===== src/rtl/fpu_issue_sequencer.sv =====
// Issue/completion sequencer for the multi-cycle FPU: accepts one FP op, times its
// latency, holds the result for writeback, and raises structural and RAW pipeline stalls.
module fpu_issue_sequencer #(
  parameter int DATA_W  = 32,
  parameter int REG_W   = 5,
  parameter int ADD_LAT = 3,
  parameter int MUL_LAT = 4,
  parameter int DIV_LAT = 12
) (
  input  logic              clk,
  input  logic              rst_n,
  input  logic              issue_valid,
  output logic              issue_ready,
  input  logic [1:0]        issue_op,
  input  logic [REG_W-1:0]  issue_rd,
  input  logic [DATA_W-1:0] issue_a,
  input  logic [DATA_W-1:0] issue_b,
  input  logic              kill,
  input  logic [REG_W-1:0]  id_rs,
  input  logic [REG_W-1:0]  id_rt,
  input  logic              id_use_rs,
  input  logic              id_use_rt,
  output logic              fpu_start,
  output logic [1:0]        fpu_op,
  output logic [DATA_W-1:0] fpu_a,
  output logic [DATA_W-1:0] fpu_b,
  input  logic [DATA_W-1:0] fpu_result,
  output logic              wb_valid,
  output logic [REG_W-1:0]  wb_rd,
  output logic [DATA_W-1:0] wb_data,
  input  logic              wb_ack,
  output logic              pipe_stall,
  output logic              busy,
  output logic [1:0]        dbgState
);

  localparam int MAX_AM  = (ADD_LAT > MUL_LAT) ? ADD_LAT : MUL_LAT;
  localparam int MAX_LAT = (MAX_AM > DIV_LAT) ? MAX_AM : DIV_LAT;
  localparam int CNT_W   = $clog2(MAX_LAT) + 1;

  typedef enum logic [1:0] {
    IDLE = 2'd0,
    EXEC = 2'd1,
    WB   = 2'd2
  } state_t;

  state_t             state;
  logic [CNT_W-1:0]   cnt;
  logic               pendValid;
  logic               killed;
  logic [REG_W-1:0]   pendRd;
  logic               rawHit;

  function automatic logic [CNT_W-1:0] latOf(input logic [1:0] op);
    case (op)
      2'd2:    return CNT_W'(MUL_LAT);
      2'd3:    return CNT_W'(DIV_LAT);
      default: return CNT_W'(ADD_LAT);
    endcase
  endfunction

  // Handshakes: an issue transfers on a clock edge where issue_valid && issue_ready && !kill;
  // a result transfers on an edge where wb_valid && wb_ack. wb_ack without wb_valid is ignored.
  always_ff @(posedge clk or negedge rst_n) begin
    if (!rst_n) begin
      state     <= IDLE;
      cnt       <= '0;
      pendValid <= 1'b0;
      killed    <= 1'b0;
      pendRd    <= '0;
      fpu_start <= 1'b0;
      fpu_op    <= '0;
      fpu_a     <= '0;
      fpu_b     <= '0;
      wb_valid  <= 1'b0;
      wb_rd     <= '0;
      wb_data   <= '0;
    end else begin
      fpu_start <= 1'b0;
      case (state)
        IDLE: begin
          if (issue_valid && !kill) begin
            state     <= EXEC;
            fpu_start <= 1'b1;
            fpu_op    <= issue_op;
            fpu_a     <= issue_a;
            fpu_b     <= issue_b;
            pendRd    <= issue_rd;
            pendValid <= 1'b1;
            killed    <= 1'b0;
            cnt       <= latOf(issue_op);
          end
        end
        EXEC: begin
          cnt <= cnt - CNT_W'(1);
          // A kill cannot abort the FPU, so the count always runs out; it only suppresses writeback.
          if (kill) begin
            killed    <= 1'b1;
            pendValid <= 1'b0;
          end
          if (cnt == CNT_W'(1)) begin
            wb_data <= fpu_result;
            wb_rd   <= pendRd;
            if (killed || kill) begin
              state     <= IDLE;
              pendValid <= 1'b0;
            end else begin
              state    <= WB;
              wb_valid <= 1'b1;
            end
          end
        end
        WB: begin
          if (wb_ack || kill) begin
            wb_valid  <= 1'b0;
            pendValid <= 1'b0;
            state     <= IDLE;
          end
        end
        default: state <= IDLE;
      endcase
    end
  end

  always_comb begin
    rawHit      = pendValid && ((id_use_rs && (id_rs == pendRd)) ||
                                (id_use_rt && (id_rt == pendRd)));
    issue_ready = (state == IDLE);
    busy        = (state != IDLE);
    pipe_stall  = !kill && ((issue_valid && (state != IDLE)) || rawHit);
    dbgState    = state;
  end

endmodule


===== config.mk =====
export PLATFORM = sky130hd
export DESIGN_NAME = fpu_issue_sequencer
export DESIGN_NICKNAME = d
export VERILOG_FILES = /design/src/rtl/fpu_issue_sequencer.sv
export SDC_FILE = /design/constraint.sdc
export NUM_CORES = 1
export LEC_CHECK = 0
export CAP_MARGIN = 15
export CELL_PAD_IN_SITES_DETAIL_PLACEMENT = 0
export CELL_PAD_IN_SITES_GLOBAL_PLACEMENT = 1
export CORE_UTILIZATION = 30
export DETAILED_ROUTE_END_ITERATION = 16
export PLACE_DENSITY_LB_ADDON = 0.3
export SYNTH_ARGS = -nofsm -noshare
export SYNTH_HDL_FRONTEND = slang
export SYNTH_SLANG_ARGS = --single-unit

===== constraint.sdc =====
create_clock -name clk -period 2.1 [get_ports clk]
set_input_delay 0.42 -clock clk [delete_from_list [all_inputs] [get_ports clk]]
set_output_delay 0.42 -clock clk [all_outputs]
set_load 0.005 [all_outputs]

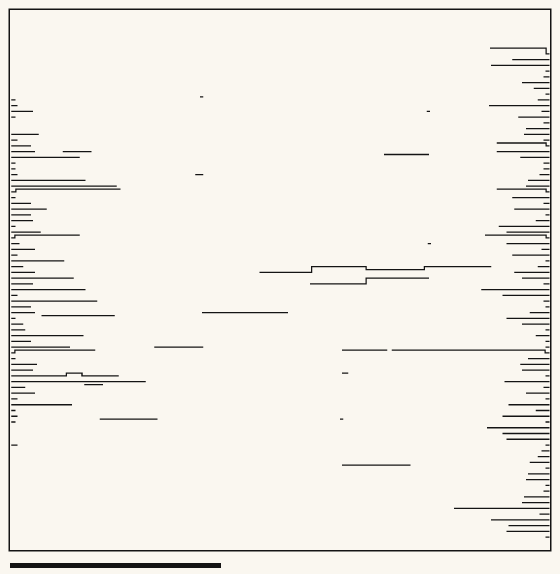
Fig. 1. The metal 3 layer.
Scale bar: 50 um.
main direction: horizontal
longest straight run: 36.1 um
share of all routed wire: 8.6%
nets with wire on the layer: 145

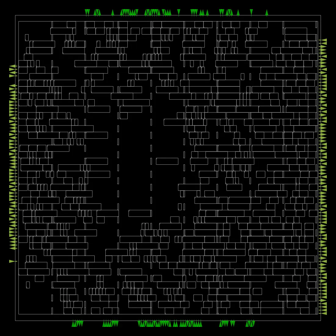
Fig. 2. Cell placement.
Post-Route Utilization: 0.5241
num rows: 45
Core ar.: 15310 um^2
Cell Count, Final, Fillers Out: 923

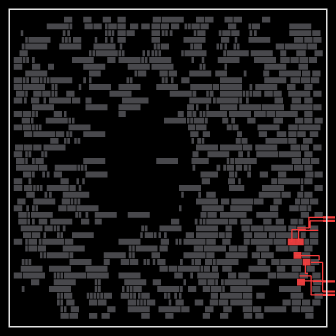
Fig. 3. Nets reached from selected ports.
legend:
  red:
    port: id_rs
    bits: 5
    direction: input
    end_cells: 5
    buffers: 5
    wire: 114 um
I/O pins: 230
IO buf count: 229

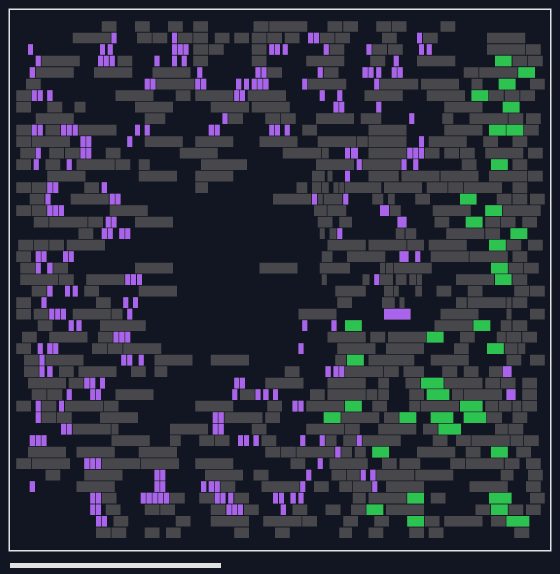
Fig. 4. Gate families picked out.
Scale bar: 50 um.
legend:
  green:
    family: multiplexers
    cells: 37
    most_used: mux2_2
  purple:
    family: NAND gates
    cells: 226
    most_used: nand2_1
    where: spread over the die
dominant logic cell type in the layout: clkdlybuf4s50_1
Comb/total area: 0.2065

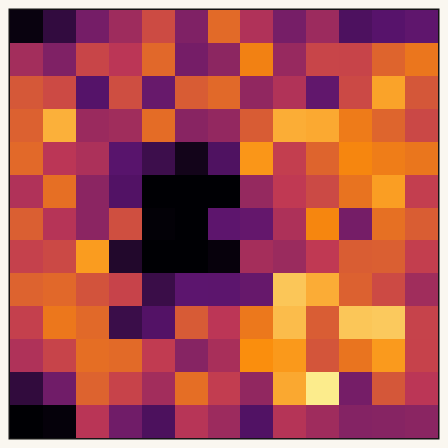
Fig. 5. Local utilization.
13 x 13 tiles, from black (low) to pale yellow (high), 0 to 100% covered.
tiles over 75% full: 10%
nearly empty tiles: 5.9%
emptiest ninth of the die: centre
mean over tiles: 48%
fullest tile: 96%

==> flow_metrics.tcl <==
# flow metrics
set metrics [dict create \
    tap_cells 211 \
    die_w_um 127.7 \
    mi_logic_area_um2 1658 \
    die-height_um 127.7 \
    max_stage_delay_ps 410 \
    hold_violations 0 \
    ys.warnings.count 0 \
    area_delta_synth_final_pct 69.44 \
    crit_type "register to output port" \
    ctsHoldBuffers 0 \
    grtUsageTotal 0.1687 \
    reg2reg_depth 5 \
    layout_worst_path_cycle_share 1.047 \
    use_met2 0.2645 \
    worstPathRequired_ps 1680 \
    postCtsSetupBuffers 1 \
    reg2reg_slack_ps 270 \
    rsz0062_at_grt "yes" \
    cts_tree "built" \
    p_switching_mw 3.213 \
    numCtsBuffers 17 \
    fillers 1392 \
    clkbuf_count 22 \
    reg2reg_to "wb_data[1]$_DFFE_PN0P_" \
    drt_wl_total_mm 13.10 \
    final_cell_mix "226 x clkdlybuf4s50_1, 219 x nand2_1, 119 x dfrtp_1" \
    sh_seq_area 0.3710 \
    vias 4022 \
    cp_cell_sequence "xor2_1 > nor4_2 > buf_4 > nand4_1 > o311ai_1 > buf_2" \
    antenna_found_initial 0 \
    p_seq_frac 0.359 \
    wl_met1_mm 5.751 \
    wl_per_cell_um 14.20 \
    final_area_um2 8026 \
    final-seq-area_um2 2978 \
    synth-seq-cells 119 \
    end_kind "output port" \
    finalWorstSetupSlack_ps -98.05 \
    ys_area_um2 4737 \
    post-place-ws_ps -721.0 \
    finalCriticalPeriod_ps 2198 \
    ys_seq_share 0.6286 \
    skew_ps 5.823 \
    endpoint "pipe_stall" \
    first_pass_iters 4 \
    inverters 7 \
    top_cell "nand2_1" \
    synthCells 451 \
    design.die.area_um2 16300 \
    regToRegStartpoint "cnt[0]$_DFFE_PN0P_" \
    placed_cell_area_um2 7375 \
    antenna_cells 0 \
    dr_wl_met2_mm 6.026 \
    power.density_nw_per_um2 1423 \
    startpoint_type "register" \
    power.internal_mw 8.212 \
    grt_pass1_vias 4140 \
    cts_resized 7 \
    fmax_ghz 0.4550 \
    synth.top_cell.area_share 0.6286 \
    p_comb_frac 0.374 \
    asyncSetResetFlopFracSynth 1.000 \
    synth_area_um2 4737 \
    gp_congestion 0.7921 \
    clock_path_buffers 2 \
    clkCellAreaFrac 0.07935 \
    warning_count 29 \
    dp.cells 889 \
    power_mw 11.42 \
    slowest_stage "dfrtp_1" \
    violations "negative setup slack" \
    cts.clk_slew.worst_paths_ps 60 \
    holdWs_ps 9.314 \
    route.detailed.drc 0 \
    drv_slew 0 \
    cts_root_buffer "clkbuf_16" \
    edf_count 0 \
    ys_types 34 \
    slew_headroom 0.6143 \
    fp_nets 573 \
    p_leak_nw 3.740 \
    cts.sinks 119 \
    met3_usage 0.05885 \
    busiest_layer "met2" \
    num-nonclk-buffers 248 \
    path_delay_family "simple AND/OR/NAND/NOR gates" \
    synth_area_leader_cell "dfrtp_1" \
    outcome "complete, but fails checks" \
    htreeDepth 4 \
    synth.area.top_cells "dfrtp_1 63%, nand2_1 17%, mux2_2 6.9%, mux2_4 2.5%, xor2_1 1.7%" \
    ff_type "dfrtp_1" \
    grt_pass1_wl_mm 21.08 \
    initial_utilization 0.3093 \
    tns_ps -98.05 \
    hp-class "primary input to async pin" \
    flops 119 \
    overflow 0 \
    crit_fanout 3 \
    clk_latency_ps 410 \
    p_clk_frac 0.268 \
    layout-drive-gt1-share 0.1348 \
    ant_nets 0 \
    top_layer "met4" \
    final-nonclk-buf-share 0.3069 \
    place_hpwl_mm 9.361 \
    dr.first_iter.drc_count 143 \
    met3_length_mm 1.131 \
    setup_viol 1 \
    crit_path_start "pendRd[0]$_DFFE_PN0P_" \
    maxCapViolations 0 \
    p_sw_frac 0.2813 \
    final_nets 821 \
    cp_num_buf_inv 2 \
    vdd_drop_max_mv 0.5926 \
    worst_pin_slew_ps 578.5 \
    syn_area_per_cell_um2 10.50 \
    cp.depth 6 \
    largest_class "flip-flops and latches" \
    viasPerCell 4.358 \
]
## cells by family after synthesis
kind of cell | share of synthesized area
flip-flops | 0.6286
adder cells (fa/ha/maj) | 0.005282
XOR/XNOR | 0.02034
multiplexers | 0.09430
buffers and inverters | 0.02483
AND-OR/OR-AND | 0.02615
AND/OR/NAND/NOR | 0.2005
## power groups by stage
stage	Combinational, mW	Sequential [mW]	Clock, mW
after floorplan	1.39	4.13	0
after global placement	4.22	4.09	0
after detailed placement	4.29	4.13	0
after CTS	4.33	4.11	3.14
after global routing	4.71	4.25	3.24
final	4.27	4.10	3.06
## flip-flops by register name, indices dropped and copies added (netlist names)
name       flops
cnt            5
dbgState       2
fpu_a         32
fpu_b         32
fpu_op         2
fpu_start      1
killed         1
pendRd         5
pendValid      1
wb_data       32
wb_rd          5
wb_valid       1
Power and IR drop assume default switching activity.
